==> config.mk <==
export PLATFORM = sky130hd
export DESIGN_NAME = execute_out_pipe_buffer
export DESIGN_NICKNAME = d
export VERILOG_FILES = /design/src/rtl/execute_out_pipe_buffer.sv
export SDC_FILE = /design/constraint.sdc
export NUM_CORES = 1
export LEC_CHECK = 0
export CAP_MARGIN = 20
export CORE_UTILIZATION = 59
export DETAILED_ROUTE_END_ITERATION = 6
export GPL_TIMING_DRIVEN = 0
export MAX_ROUTING_LAYER = met4
export PLACE_DENSITY_LB_ADDON = 0.25
export SETUP_SLACK_MARGIN = 0.3
export SLEW_MARGIN = 20
export SYNTH_ARGS = -nofsm -noshare
export SYNTH_HDL_FRONTEND = slang
export SYNTH_SLANG_ARGS = --single-unit
==> constraint.sdc <==
create_clock -name clock -period 5.7 [get_ports clock]
set_clock_uncertainty 0.15 [all_clocks]
set_input_delay 1.14 -clock clock [delete_from_list [all_inputs] [get_ports clock]]
set_output_delay 1.14 -clock clock [all_outputs]
set_load 0.1 [all_outputs]
==> src/rtl/execute_out_pipe_buffer.sv <==
// Elastic FWFT buffer for the LC3 execute-stage output bundle, valid/ready on the read side.
// Push-to-output latency 1 cycle; full pushes without a same-cycle pop are dropped and counted.
module execute_out_pipe_buffer #(
  parameter int DATA_WIDTH     = 16,
  parameter int REG_ADDR_WIDTH = 3,
  parameter int DEPTH          = 4,
  parameter int AF_LEVEL       = DEPTH - 1
) (
  input  logic                          clock,
  input  logic                          reset,
  input  logic                          enable_execute,
  input  logic [1:0]                    W_Control_in,
  input  logic                          Mem_Control_in,
  input  logic [REG_ADDR_WIDTH-1:0]     sr1_in,
  input  logic [REG_ADDR_WIDTH-1:0]     sr2_in,
  input  logic [REG_ADDR_WIDTH-1:0]     dr_in,
  input  logic [2:0]                    NZP_in,
  input  logic [DATA_WIDTH-1:0]         aluout_in,
  input  logic [DATA_WIDTH-1:0]         pcout_in,
  input  logic [DATA_WIDTH-1:0]         M_Data_in,
  input  logic [DATA_WIDTH-1:0]         IR_Exec_in,
  input  logic                          flush,
  input  logic                          out_ready,
  output logic                          out_valid,
  output logic [1:0]                    W_Control_out,
  output logic                          Mem_Control_out,
  output logic [REG_ADDR_WIDTH-1:0]     sr1_out,
  output logic [REG_ADDR_WIDTH-1:0]     sr2_out,
  output logic [REG_ADDR_WIDTH-1:0]     dr_out,
  output logic [2:0]                    NZP_out,
  output logic [DATA_WIDTH-1:0]         aluout_out,
  output logic [DATA_WIDTH-1:0]         pcout_out,
  output logic [DATA_WIDTH-1:0]         M_Data_out,
  output logic [DATA_WIDTH-1:0]         IR_Exec_out,
  output logic [$clog2(DEPTH+1)-1:0]    count,
  output logic                          full,
  output logic                          almost_full,
  output logic                          empty,
  output logic                          overflow,
  output logic [7:0]                    drop_count
);

  localparam int CW = $clog2(DEPTH + 1);
  localparam int PW = $clog2(DEPTH);
  localparam logic [CW-1:0] DEPTH_C = CW'(DEPTH);
  localparam logic [CW-1:0] AF_C    = CW'(AF_LEVEL);

  typedef struct packed {
    logic [1:0]                w_control;
    logic                      mem_control;
    logic [REG_ADDR_WIDTH-1:0] sr1;
    logic [REG_ADDR_WIDTH-1:0] sr2;
    logic [REG_ADDR_WIDTH-1:0] dr;
    logic [2:0]                nzp;
    logic [DATA_WIDTH-1:0]     aluout;
    logic [DATA_WIDTH-1:0]     pcout;
    logic [DATA_WIDTH-1:0]     m_data;
    logic [DATA_WIDTH-1:0]     ir_exec;
  } bundle_t;

  bundle_t         mem [DEPTH];
  bundle_t         wr_bundle;
  bundle_t         head;
  logic [PW-1:0]   rd_ptr;
  logic [PW-1:0]   wr_ptr;
  logic            pop;
  logic            push;
  logic            drop;

  assign empty       = (count == '0);
  assign full        = (count == DEPTH_C);
  assign almost_full = (count >= AF_C);
  assign out_valid   = ~empty;

  assign pop  = out_valid & out_ready;
  assign push = enable_execute & (~full | pop);
  // Flush swallows the strobe entirely, so it can never register as a drop.
  assign drop = enable_execute & full & ~pop & ~flush;

  assign wr_bundle = '{w_control: W_Control_in, mem_control: Mem_Control_in,
                       sr1: sr1_in, sr2: sr2_in, dr: dr_in, nzp: NZP_in,
                       aluout: aluout_in, pcout: pcout_in, m_data: M_Data_in,
                       ir_exec: IR_Exec_in};

  always_ff @(posedge clock) begin
    if (push && !flush) mem[wr_ptr] <= wr_bundle;
  end

  always_ff @(posedge clock or posedge reset) begin
    if (reset) begin
      rd_ptr <= '0;
      wr_ptr <= '0;
      count  <= '0;
    end else if (flush) begin
      rd_ptr <= '0;
      wr_ptr <= '0;
      count  <= '0;
    end else begin
      if (push) wr_ptr <= wr_ptr + 1'b1;
      if (pop)  rd_ptr <= rd_ptr + 1'b1;
      if (push && !pop)      count <= count + 1'b1;
      else if (pop && !push) count <= count - 1'b1;
    end
  end

  always_ff @(posedge clock or posedge reset) begin
    if (reset) begin
      overflow   <= 1'b0;
      drop_count <= '0;
    end else if (drop) begin
      overflow <= 1'b1;
      if (drop_count != 8'hFF) drop_count <= drop_count + 1'b1;
    end
  end

  // Zero the head when empty so the stale storage never leaks downstream.
  assign head = out_valid ? mem[rd_ptr] : '0;

  assign W_Control_out   = head.w_control;
  assign Mem_Control_out = head.mem_control;
  assign sr1_out         = head.sr1;
  assign sr2_out         = head.sr2;
  assign dr_out          = head.dr;
  assign NZP_out         = head.nzp;
  assign aluout_out      = head.aluout;
  assign pcout_out       = head.pcout;
  assign M_Data_out      = head.m_data;
  assign IR_Exec_out     = head.ir_exec;

endmodule

Figure 1. Close-up of the layout (run 1).
Window x 100 to 125, y 100 to 125 um. Cells in grey, sequential cells in the stronger grey; small squares are vias.
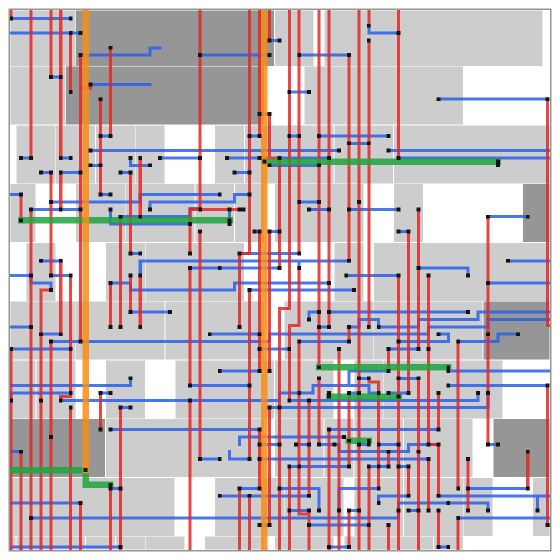
legend:
  orange:
    layer: M4
  blue:
    layer: M1
  red:
    layer: M2
  green:
    layer: M3
most frequent: buf_2 (4), inv_1 (4), nor2_1 (4)
cells with their middle in the window: 50
netlist names of flops here include: `wr_ptr` (2)
sequential cells in the window: 2

Figure 2. Routing congestion map (run 1).
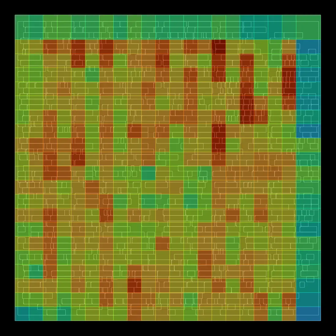
final design utilization: 76.2%
global routing usage on met2: 39.0%
M1 GR Usage: 30.8%
gr busiest metal: met2
Routed WL per cell: 22.1 um

==> results.env, run 1 <==
TIMING.CRITICAL_PATH.FANOUT_MAX=10
REQUIRED_NS=4.41
SEQ_TOTAL_AREA_YOSYS_PCT=76.5
AREA_GROWTH_SYN_TO_LAYOUT_PCT=25.3
CTS.HTREE.LEVELS=2
CRITICAL_PATH.N_BUFFERS_INVERTERS=3
NUMSYNTHFLOPS=332
GRT_MAX_DEGREE=46
POST_CTS.RESIZED_INSTANCES=0
POST-CTS-SETUP-BUFFERS=0
REG_TO_REG_CRITICAL_PATH_ENDPOINT='count[2]'
WORST_SETUP_PATH_ENDPOINT='aluout_out[11]'
WORST-PATH-STAGES=5
INITIAL_ANTENNA_VIOLATION_COUNT=2
YS_DOMINANT_REG_CELL='sky130_fd_sc_hd__edfxtp_1'
GROUTE.LAYER.MET3.USAGE_PCT=5.18
REPORT.FINAL.SETUP_VIOL=0
ROWS=53
MIN_PERIOD_OVER_PERIOD_PCT=80.2
CP-END-KIND='primary output'
NUMBER_OF_GLOBAL_ROUTE_VIAS_BEFORE_REPAIR=6856
YOSYS-STAT-AREA_UM2=12900
WORSTREG2REGSTART='count[1]'
STATUS='finished, final reports clean'
YOSYS.AREA.TOP_TYPE='sky130_fd_sc_hd__edfxtp_1'
SYN_INST=603
HPWLAFTERDP_UM=15900
FMAXACHIEVABLE_MHz=219
CRITICAL_PATH_ARRIVAL_NS=3.28
GRT.TOTAL_USAGE_PCT=23.9
MAPPEDNETLISTNETS=693
CLK_PIN_SLEW_NS=0.06
SLEW_HEADROOM_PCT=29.4
DRT_PRE_ANTENNA_ITERS=4
TIMING.FINAL.MAX_SLEW_VIOLATIONS=0
PLACE_CONGESTION=0.784
TIMING_WORST_SLEW_PIN_VALUE_NS=1.06
DIE_WIDTH_UM=150
CTS-HOLD-FIX-BUFFERS=0
MOSTFREQUENTLAYOUTCELLS='316 x sky130_fd_sc_hd__edfxtp_1, 175 x sky130_fd_sc_hd__clkdlybuf4s50_1, 80 x sky130_fd_sc_hd__and2_1'
ASYNCSETRESETFLOPFRACSYNTH_PCT=4.82
GRT_PASS1_WL_UM=38300
FINAL_LAYOUT_SIZE_SUFFIX_GT1_SHARE_PCT=19.2
DESIGN.FINAL.NETS=911
CRITICAL_PATH.MAX_STAGE_DELAY_NS=1.15
COUNT_OF_BUFFERS_INSERTED_AT_THE_TOP_LEVEL_PORTS=175
CRIT_START='rd_ptr[1]'
Figure 3. Gate-type map (run 1).
(2 px per um)
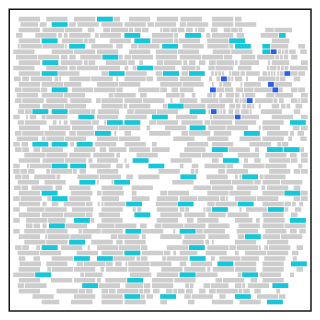
legend:
  cyan:
    family: mux cells
    cells: 82
    most_used: mux4_2
    where: all over the die
  blue:
    family: xor and xnor cells
    cells: 9
    most_used: xnor2_1
    where: north-east
dominant logic cell type in the layout: sky130_fd_sc_hd__edfxtp_1
multi-input combinational area share: 17.6%
Cell Count, Final, Fillers Out: 1121

-- run 1: worst min path at each step --
stage              start        end  slack [ns]
6_report        overflow   overflow        0.32
3_5_place_dp    overflow   overflow        0.31
4_1_cts         overflow   overflow        0.32
5_1_grt         overflow   overflow        0.33
2_1_floorplan  wr_ptr[1]  wr_ptr[1]        0.39
3_3_place_gp    overflow   overflow        0.30
-- run 1: stage by stage --
step                utilization, %  instances  instance area, um2  setup slack [ns]
floorplan                        -        603               12900              1.63
global placement              70.6       1053               15000             0.138
detailed placement            71.4       1060               15200              1.60
CTS                           76.1       1119               16200              1.07
global route                  76.2       1121               16200              1.03
finish                        76.2       1121               16200              1.13
-- run 1: kinds of logic (layout without fill, tap and decap cells) --
kind of cell | after synthesis | count (layout) | share of synthesized area [%]
XOR/XNOR | 9 | 9 | 0.609
multiplexers | 82 | 82 | 14.0
flip-flops | 332 | 332 | 76.5
buffers and inverters | 40 | 281 | 1.61
other | 0 | 2 | 0
adder cells (fa/ha/maj) | 6 | 6 | 0.638
AND/OR/NAND/NOR | 120 | 120 | 5.87
AND-OR/OR-AND | 14 | 14 | 0.813
-- run 1: cell usage after synthesis (3+ instances only) --
library cell	number
sky130_fd_sc_hd__edfxtp_1	316
sky130_fd_sc_hd__and2_1	80
sky130_fd_sc_hd__mux4_2	79
sky130_fd_sc_hd__dfrtp_1	16
sky130_fd_sc_hd__clkbuf_1	14
sky130_fd_sc_hd__buf_4	9
sky130_fd_sc_hd__inv_1	8
sky130_fd_sc_hd__nor2_1	8
sky130_fd_sc_hd__buf_2	6
sky130_fd_sc_hd__xnor2_1	6
sky130_fd_sc_hd__ha_1	5
sky130_fd_sc_hd__nand2_1	5
sky130_fd_sc_hd__a21oi_1	4
sky130_fd_sc_hd__and3_1	4
sky130_fd_sc_hd__nand3_1	4
sky130_fd_sc_hd__nand4_1	4
sky130_fd_sc_hd__xor2_1	3
-- run 1: worst register-to-register path: cells and delay by family (launching register included) --
| family | cells | cell delay [ns] |
|---|---|---|
| buffers and inverters | 1 | 0.15 |
| adders and majority gates | 1 | 0.41 |
| AOI/OAI and AO/OA | 2 | 0.18 |
| DFF | 1 | 0.39 |
| and+or+nand+nor | 4 | 1.22 |
-- run 1: routing by layer --
layer | share of wire [%] | up-vias
li1 | - | 2872
met1 | 40 | 3359
met2 | 52 | 200
met3 | 6.0 | 30
met4 | 1.5 | 0
met5 | 0 | -
-- run 1: final cells by class --
type | instances | area, um2
repair buffers | 182 | 1900
clock buffers | 44 | 910
inverters | 8 | 30.0
plain buffers | 32 | 178
flip-flops and latches | 332 | 9890
clock inverters | 15 | 97.6
multi-input cells | 231 | 2860
well taps | 275 | 344
diodes | 2 | 5.00
fillers | 1183 | 5080
-- run 1: sequential cells by signal, summed over array words and instances (netlist names) --
signal / count
drop_count: 8
rd_ptr: 2
count: 3
wr_ptr: 2
overflow: 1
mem: 316
Figure 4. Sequential cells coloured by netlist name (run 1).
(3 px per um) Other sequential cells in the stronger grey, the rest of the logic in the fainter grey.
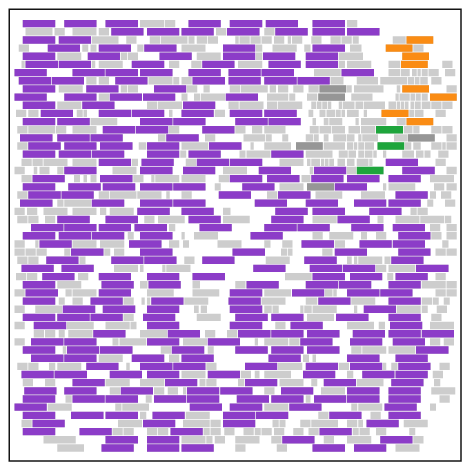

==> run 2, diff against run 1 <==
CORE_UTILIZATION = 49   (was 59)
clock period = 4.07 ns   (was 5.7 ns; I/O delays follow)
Figure 5. Sequential cells coloured by netlist name (run 2).
(3 px per um) Other sequential cells in the stronger grey, the rest of the logic in the fainter grey.
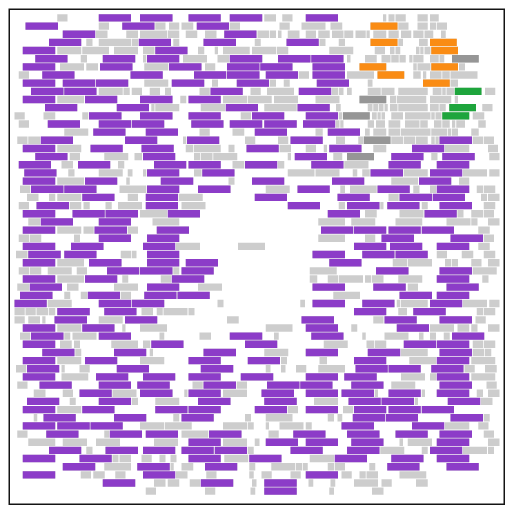
legend:
  green:
    signal: `count`
    flops: 3
  purple:
    signal: `mem`
    flops: 316
    where: all over the die
  orange:
    signal: `drop_count`
    flops: 8
    where: north-east
not coloured: 5

==> run 2 against run 1 <==
Compared with the run above: hold slack gained 0.0027 ns; sequential share of layout area shrank 0.59 points; first-iteration DRC count grew 31%; via count shrank 1.4%; design area grew 0.97%; final cell count grew 5.2%; synthesized cell count is the same; setup slack lost 0.73 ns; register-to-register slack lost 1.7 ns; critical path depth grew 1.
==> results.env, run 2 <==
MOSTFREQUENTLAYOUTCELLS='316 x sky130_fd_sc_hd__edfxtp_1, 94 x sky130_fd_sc_hd__clkdlybuf4s50_1, 80 x sky130_fd_sc_hd__and2_1'
CP-END-KIND='primary output'
GROUTE.LAYER.MET3.USAGE_PCT=4.02
WORST_SETUP_PATH_START_KIND='flop'
POST_DRT_WL_PER_CELL_UM=21.0
TOPCOMBFAMILYBYAREA='multiplexers'
REQUIRED_NS=3.11
STATUS='finished, final reports clean'
YOSYS.CELL_COUNT.TOP_TYPE='sky130_fd_sc_hd__edfxtp_1'
ADDER_SHARE_PCT=0.638
SLEW_HEADROOM_PCT=34.0
GRT-BUSIEST-LAYER='met2'
DRT_PRE_ANTENNA_ITERS=5
UTILIZATION_PCT=63.0
ROWS=59
SYNTH_CELL_TYPE_COUNT=45
TIMING.FINAL.MAX_SLEW_VIOLATIONS=0
TIMING_WORST_SLEW_PIN_VALUE_NS=0.994
CRIT_PATH_KIND='flop to primary output'
REPORT.FINAL.SETUP_VIOL=0
CLOCK_TREE_ROOT='sky130_fd_sc_hd__clkbuf_16'
START_POINT_OF_THE_WORST_HOLD_PATH='overflow'
POST-ROUTE-MIN-PERIOD_NS=3.67
DPL.CELL_COUNT=1117
FINAL_COMMON_CELL='sky130_fd_sc_hd__edfxtp_1'
REG_TOP3='mem (316), drop_count (8), count (3)'
TIMING.CRITICAL_PATH.FANOUT_MAX=10
CRITICAL_PATH_ARRIVAL_NS=2.70
GR-USAGE-MET2_PCT=32.3
INITIAL_ANTENNA_VIOLATION_COUNT=1
CTS.HTREE.LEVELS=2
DETAILED_PLACE.AREA_UM2=15200
STAGE_LOG_WARNINGS=31
YS_SH_MUX_PCT=14.0
DIE.SIZE.Y_UM=164
WORSTREG2REGSTART='count[0]'
YOSYS-STAT-AREA_UM2=12900
COUNT_OF_BUFFERS_INSERTED_AT_THE_TOP_LEVEL_PORTS=175
ASYNCSETRESETFLOPFRACSYNTH_PCT=4.82
SYN_INST=603
NUMSYNTHFLOPS=332
CTS.PATH.MAX_BUFFERS=3
SYNTH.CELL_AREA_UM2=12900
GRT.TOTAL_USAGE_PCT=19.4
FMAXACHIEVABLE_MHz=273
DESIGN.FINAL.NETS=910
POST_SYNTH_AND_OR_NAND_NOR_AREA_FRACTION_PCT=5.87
XOR_SHARE_PCT=0.609
LARGEST-REGISTER='mem'
MIN_PERIOD_OVER_PERIOD_PCT=90.1
NETLIST_TOP_CELLS_COUNT='316 x sky130_fd_sc_hd__edfxtp_1, 80 x sky130_fd_sc_hd__and2_1, 79 x sky130_fd_sc_hd__mux4_2'
YOSYS.AREA.TOP_TYPE='sky130_fd_sc_hd__edfxtp_1'
PLACE_CONGESTION=0.768
NUMBER_OF_GLOBAL_ROUTE_VIAS_BEFORE_REPAIR=6882
MAPPEDNETLISTNETS=693
GR-USAGE-MET1_PCT=24.2
SYNTHESIZED_AREA_FRACTION_OCCUPIED_BY_AO_OA_AOI_AND_OAI_CELLS_PCT=0.813
GRT_MAX_DEGREE=41
SEQ_TOTAL_AREA_YOSYS_PCT=76.5
CLK_PIN_SLEW_NS=0.05
YS_DOMINANT_REG_CELL='sky130_fd_sc_hd__edfxtp_1'
HPWLAFTERDP_UM=15400
CRIT_START='count[0]'
FLIP_FLOP_COUNT_OF_THE_LARGEST_REGISTER_AFTER_LAYOUT=316
GRT_PASS1_WL_UM=37800
AREA_GROWTH_SYN_TO_LAYOUT_PCT=26.5
DIE_WIDTH_UM=164
FINAL_LAYOUT_SIZE_SUFFIX_GT1_SHARE_PCT=29.1
POSTLAYOUTCELLAREA_UM2=16400
Figure 6. Gate-type map (run 2).
(1.5 px per um)
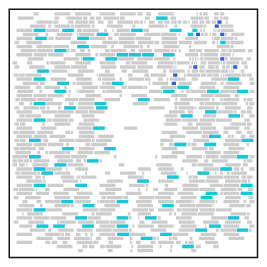
legend:
  cyan:
    family: mux cells
    cells: 82
    most_used: mux4_2
    where: all over the die
  blue:
    family: xor and xnor cells
    cells: 9
    most_used: xnor2_1
    where: north-east
Cell Count, Final, Fillers Out: 1179
multi-input combinational area share: 17.5%

## run 2: cell count changes in the layout (fill, tap and decap cells not counted), moves of 2 or more
cell                              delta
sky130_fd_sc_hd__clkbuf_1            -5
sky130_fd_sc_hd__buf_16              +3
sky130_fd_sc_hd__clkbuf_16           +2
sky130_fd_sc_hd__clkdlybuf4s50_1    -81
sky130_fd_sc_hd__dlygate4sd2_1       +2
sky130_fd_sc_hd__buf_12              -6
sky130_fd_sc_hd__clkbuf_2           +14
sky130_fd_sc_hd__clkdlybuf4s15_2    +68
## run 2: path summary, 6_finish.rpt
check,endpoint,slack (ns),cells after the start
max in group asynchronous,count[0],2.83,2
worst min-delay path,overflow,0.32,1
worst min register to register,overflow,0.32,1
worst max-delay path,empty,0.40,6
worst max register to register,count[2],1.47,8
min in group asynchronous,drop_count[3],0.54,2
## run 2: cell type report
| class | instances | area, um2 |
|---|---|---|
| timing repair buffer | 179 | 1890 |
| clock inverter | 15 | 123 |
| buffer | 32 | 183 |
| inverter | 8 | 30.0 |
| fill | 1844 | 9620 |
| multi-input combinational | 231 | 2860 |
| antenna | 1 | 2.50 |
| clock buffer | 46 | 970 |
| tap | 335 | 419 |
| sequential | 332 | 9890 |
## run 2: kinds of logic after synthesis
| logic type | after synthesis |
|---|---|
| xor+xnor | 9 |
| buf+inv | 40 |
| fa+ha+maj | 6 |
| simple gates | 120 |
| flops | 332 |
| mux | 82 |
| compound gates | 14 |
## run 2: per-stage QoR
stage / setup slack [ns] / hold WS, ns
after floorplan: 0.339 / 0.393
after global placement: 0.291 / 0.303
after detailed placement: 0.305 / 0.318
after CTS: 0.0369 / 0.334
after global routing: 0.300 / 0.363
final: 0.402 / 0.320
## run 2: critical path, stage by stage, from the launching register on
cell,delay (ns)
sky130_fd_sc_hd__dfrtp_1,0.38
sky130_fd_sc_hd__buf_4,0.17
sky130_fd_sc_hd__or3_4,0.41
sky130_fd_sc_hd__buf_6,0.18
sky130_fd_sc_hd__buf_2,0.19
sky130_fd_sc_hd__inv_1,0.06
sky130_fd_sc_hd__clkdlybuf4s15_1,0.81
## run 2: timing repair
| item | CTS | global route |
|---|---|---|
| setup buffers | 0 | 0 |
| hold buffers | 0 | 0 |
| gates resized | 217 | 29 |
| endpoints found under the setup margin | 81 | 21 |
## run 2: layer usage
metal / part of all wire, % / wire length [um]
met4: 1.8 / 454
met3: 5.2 / 1290
met5: 0 / 0
met2: 52 / 12800
met1: 41 / 10200
Figure 7. Close-up of the layout (run 2).
Window x 111 to 136, y 111 to 136 um. Cells in grey, sequential cells in the stronger grey; small squares are vias.
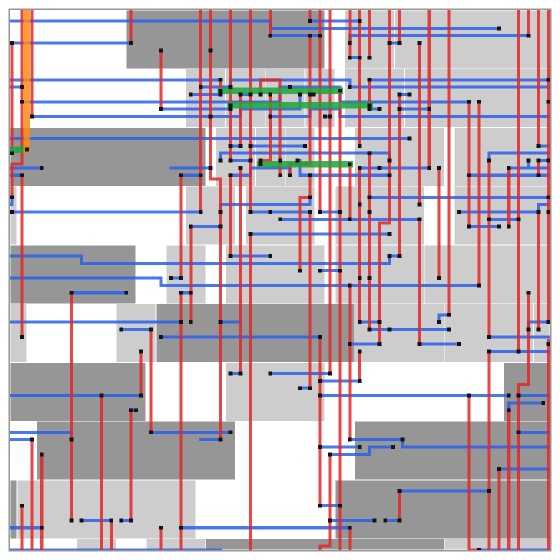

==> run 3, diff against run 2 <==
CORE_UTILIZATION = 38   (was 49)
Figure 8. Close-up of the layout (run 3).
Window x 127 to 152, y 127 to 152 um. Cells in grey, sequential cells in the stronger grey; small squares are vias.
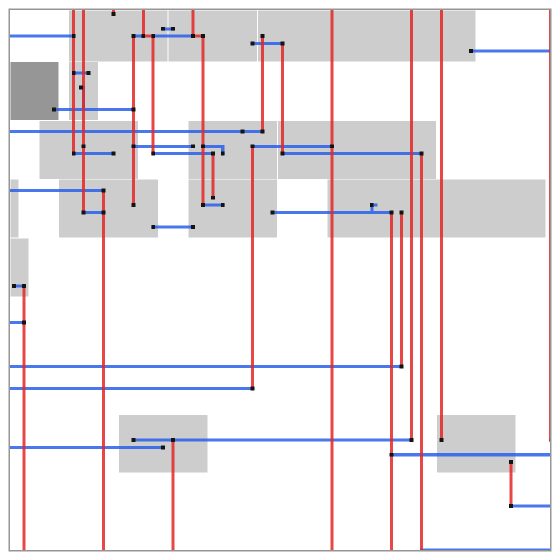
legend:
  blue:
    layer: M1
  red:
    layer: M2
most frequent: and3_4 (3), ha_1 (3), buf_16 (2)
cells with their middle in the window: 12
sequential cells in the window: 0

==> run 3 against run 2 <==
Compared with the run above: routed wire length grew 5.4%; sequential share of layout area shrank 0.75 points; non-clock buffer count grew 3; highest routed layer unchanged; critical path type unchanged; clock-buffer cell count shrank 3; setup slack gained 0.067 ns; via count shrank 0.72%; synthesized cell count is the same; flip-flop count is the same; core utilization shrank 14 points; critical path depth shrank 1.
==> results.env, run 3 <==
STATUS='finished, final reports clean'
REG_TOP3='mem (316), drop_count (8), count (3)'
POST_DRT_WL_PER_CELL_UM=20.1
DRT_PRE_ANTENNA_ITERS=4
AREA_GROWTH_SYN_TO_LAYOUT_PCT=28.1
FLIP_FLOP_COUNT_OF_THE_LARGEST_REGISTER_AFTER_LAYOUT=316
REPORT.FINAL.SETUP_VIOL=0
CLOCK_TREE_FROM_TRITONCTS='yes'
INITIAL_ANTENNA_VIOLATION_COUNT=2
CRITICAL_PATH_ARRIVAL_NS=2.64
SYNTHESIZED_AREA_FRACTION_OCCUPIED_BY_AO_OA_AOI_AND_OAI_CELLS_PCT=0.813
CLOCK_TREE_ROOT='sky130_fd_sc_hd__clkbuf_16'
NETLIST_TOP_CELLS_COUNT='316 x sky130_fd_sc_hd__edfxtp_1, 80 x sky130_fd_sc_hd__and2_1, 79 x sky130_fd_sc_hd__mux4_2'
YOSYS.CELL_COUNT.TOP_TYPE='sky130_fd_sc_hd__edfxtp_1'
ROWS=67
CTS.HTREE.LEVELS=2
TOPCOMBFAMILYBYAREA='multiplexers'
POST_SYNTH_AND_OR_NAND_NOR_AREA_FRACTION_PCT=5.87
TIMING_WORST_SLEW_PIN_VALUE_NS=1.01
SEQ_TOTAL_AREA_YOSYS_PCT=76.5
DIE.SIZE.Y_UM=186
FP_UTIL_PCT=38.6
STAGE_LOG_WARNINGS=29
SYNTH_CELL_TYPE_COUNT=45
FINAL_LAYOUT_SIZE_SUFFIX_GT1_SHARE_PCT=30.4
CP-END-KIND='primary output'
ASYNCSETRESETFLOPFRACSYNTH_PCT=4.82
COUNT_OF_BUFFERS_INSERTED_AT_THE_TOP_LEVEL_PORTS=175
FINAL_COMMON_CELL='sky130_fd_sc_hd__edfxtp_1'
MIN_PERIOD_OVER_PERIOD_PCT=88.5
YS_DOMINANT_REG_CELL='sky130_fd_sc_hd__edfxtp_1'
FINAL.FILL_COUNT=2801
GRT.TOTAL_USAGE_PCT=15.6
GRT_OVERFLOW=0
SYN_INST=603
CRIT_PATH_KIND='flop to primary output'
YOSYS.AREA.TOP_TYPE='sky130_fd_sc_hd__edfxtp_1'
GRT_MAX_DEGREE=43
TIMING.FINAL.MAX_SLEW_VIOLATIONS=0
CTS-HOLD-FIX-BUFFERS=0
YOSYS-STAT-AREA_UM2=12900
XOR_SHARE_PCT=0.609
SYNTH.CELL_AREA_UM2=12900
TIMING.CRITICAL_PATH.FANOUT_MAX=10
MOSTFREQUENTLAYOUTCELLS='316 x sky130_fd_sc_hd__edfxtp_1, 94 x sky130_fd_sc_hd__clkdlybuf4s50_1, 80 x sky130_fd_sc_hd__and2_1'
WORST_SETUP_PATH_START_KIND='flop'
NUMSYNTHFLOPS=332
GRT_PASS1_WL_UM=39900
CLK_PIN_SLEW_NS=0.06
ADDER_SHARE_PCT=0.638
NUMBER_OF_GLOBAL_ROUTE_VIAS_BEFORE_REPAIR=6865
CTS.PATH.MAX_BUFFERS=3
SLEW_HEADROOM_PCT=32.6
FMAXACHIEVABLE_MHz=278
DESIGN.FINAL.NETS=913
HP-CLASS='flop to flop'
YS_SH_MUX_PCT=14.0
REQUIRED_NS=3.11
AREA.COMBINATIONAL_UM2=2860
MAPPEDNETLISTNETS=693
SYNTH-EDFF-COUNT=316
POST-ROUTE-MIN-PERIOD_NS=3.60
PLACE_CONGESTION=0.726
HPWLAFTERDP_UM=16100
DIE_WIDTH_UM=186
LARGEST-REGISTER='mem'
Figure 9. Sequential cells coloured by netlist name (run 3).
(2 px per um) Other sequential cells in the stronger grey, the rest of the logic in the fainter grey.
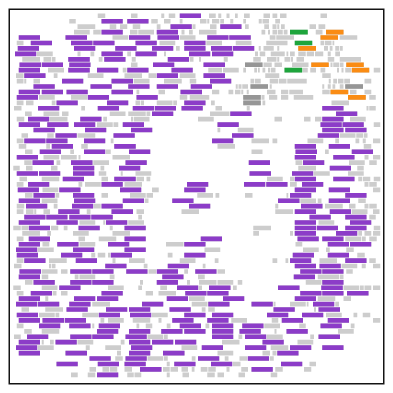
share of cell area taken by flip-flops and latches: 59.7%
footprint of the flip-flops and latches: 9890 um2
final design utilization: 49.4%

[run 3: cell families (layout without fill, tap and decap cells)]
group           Yosys count  in the layout
mux                      82             82
xor+xnor                  9              9
fa+ha+maj                 6              6
buf+inv                  40            283
flops                   332            332
simple gates            120            120
compound gates           14             14
other cells               0              2
[run 3: cell type report]
cell class	count	share of cell area (%)
clock buffer	43	5.59
inverter	8	0.181
tap	448	3.38
timing repair buffer	182	11.7
buffer	32	1.13
multi-input combinational	231	17.2
clock inverter	18	1.07
sequential	332	59.7
antenna	2	0.0302
[run 3: per-layer routing]
| metal | up-vias | GRT usage [%] | routed length, um |
|---|---|---|---|
| li1 | 2864 | - | - |
| met1 | 3263 | 19.1 | 11100 |
| met2 | 160 | 25.7 | 12800 |
| met3 | 36 | 4.06 | 1610 |
| met4 | 0 | 4.38 | 498 |
| met5 | - | - | 0 |
[run 3: worst max-delay path: stages (launching register included)]
cell and delay, ns:
sky130_fd_sc_hd__dfrtp_1 0.31, sky130_fd_sc_hd__buf_2 0.30, sky130_fd_sc_hd__buf_4 0.32, sky130_fd_sc_hd__mux4_2 0.52, sky130_fd_sc_hd__and2_1 0.16, sky130_fd_sc_hd__clkdlybuf4s18_2 0.50
[run 3: worst paths after layout]
check / to / start / slack, ns / cells past startpoint
setup reg to reg: count[2] / count[1] / 1.50 / 8
min in group asynchronous: drop_count[6] / reset / 0.54 / 2
max in group asynchronous: count[2] / reset / 2.81 / 2
hold reg to reg: overflow / overflow / 0.33 / 1
hold / removal: overflow / overflow / 0.33 / 1
setup / recovery: pcout_out[1] / rd_ptr[0] / 0.47 / 5
[run 3: through the flow]
| stage | hold slack, ns | area [um2] | worst slack, ns | std cells |
|---|---|---|---|---|
| floorplan | 0.393 | 12900 | 0.339 | 603 |
| global placement | 0.303 | 15300 | 0.149 | 1226 |
| detailed placement | 0.311 | 15400 | 0.149 | 1233 |
| CTS | 0.325 | 16600 | 0.304 | 1294 |
| global route | 0.337 | 16600 | 0.307 | 1296 |
| finish | 0.326 | 16600 | 0.469 | 1296 |
[run 3: repair_timing]
item                       CTS  global route
buffers inserted             0             0
resized                    220            37
setup endpoints to repair   81            57

==> layout pictures side by side <==
The metal 1 layer.
(a)
(2 px per um)
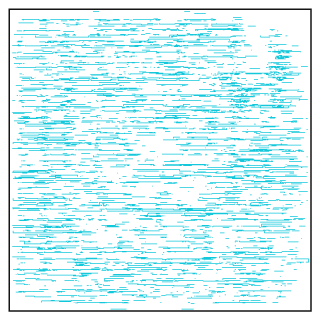
(b)
(1.5 px per um)
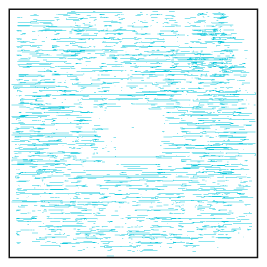
(c)
(1.5 px per um)
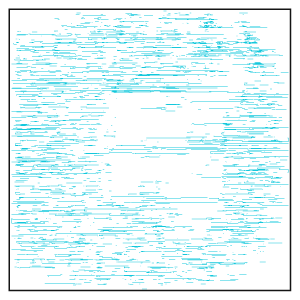
- smallest die: (a)
- largest die: (c)
Run 2 is (b).
Run 3 is (c).
Run 1 is (a).

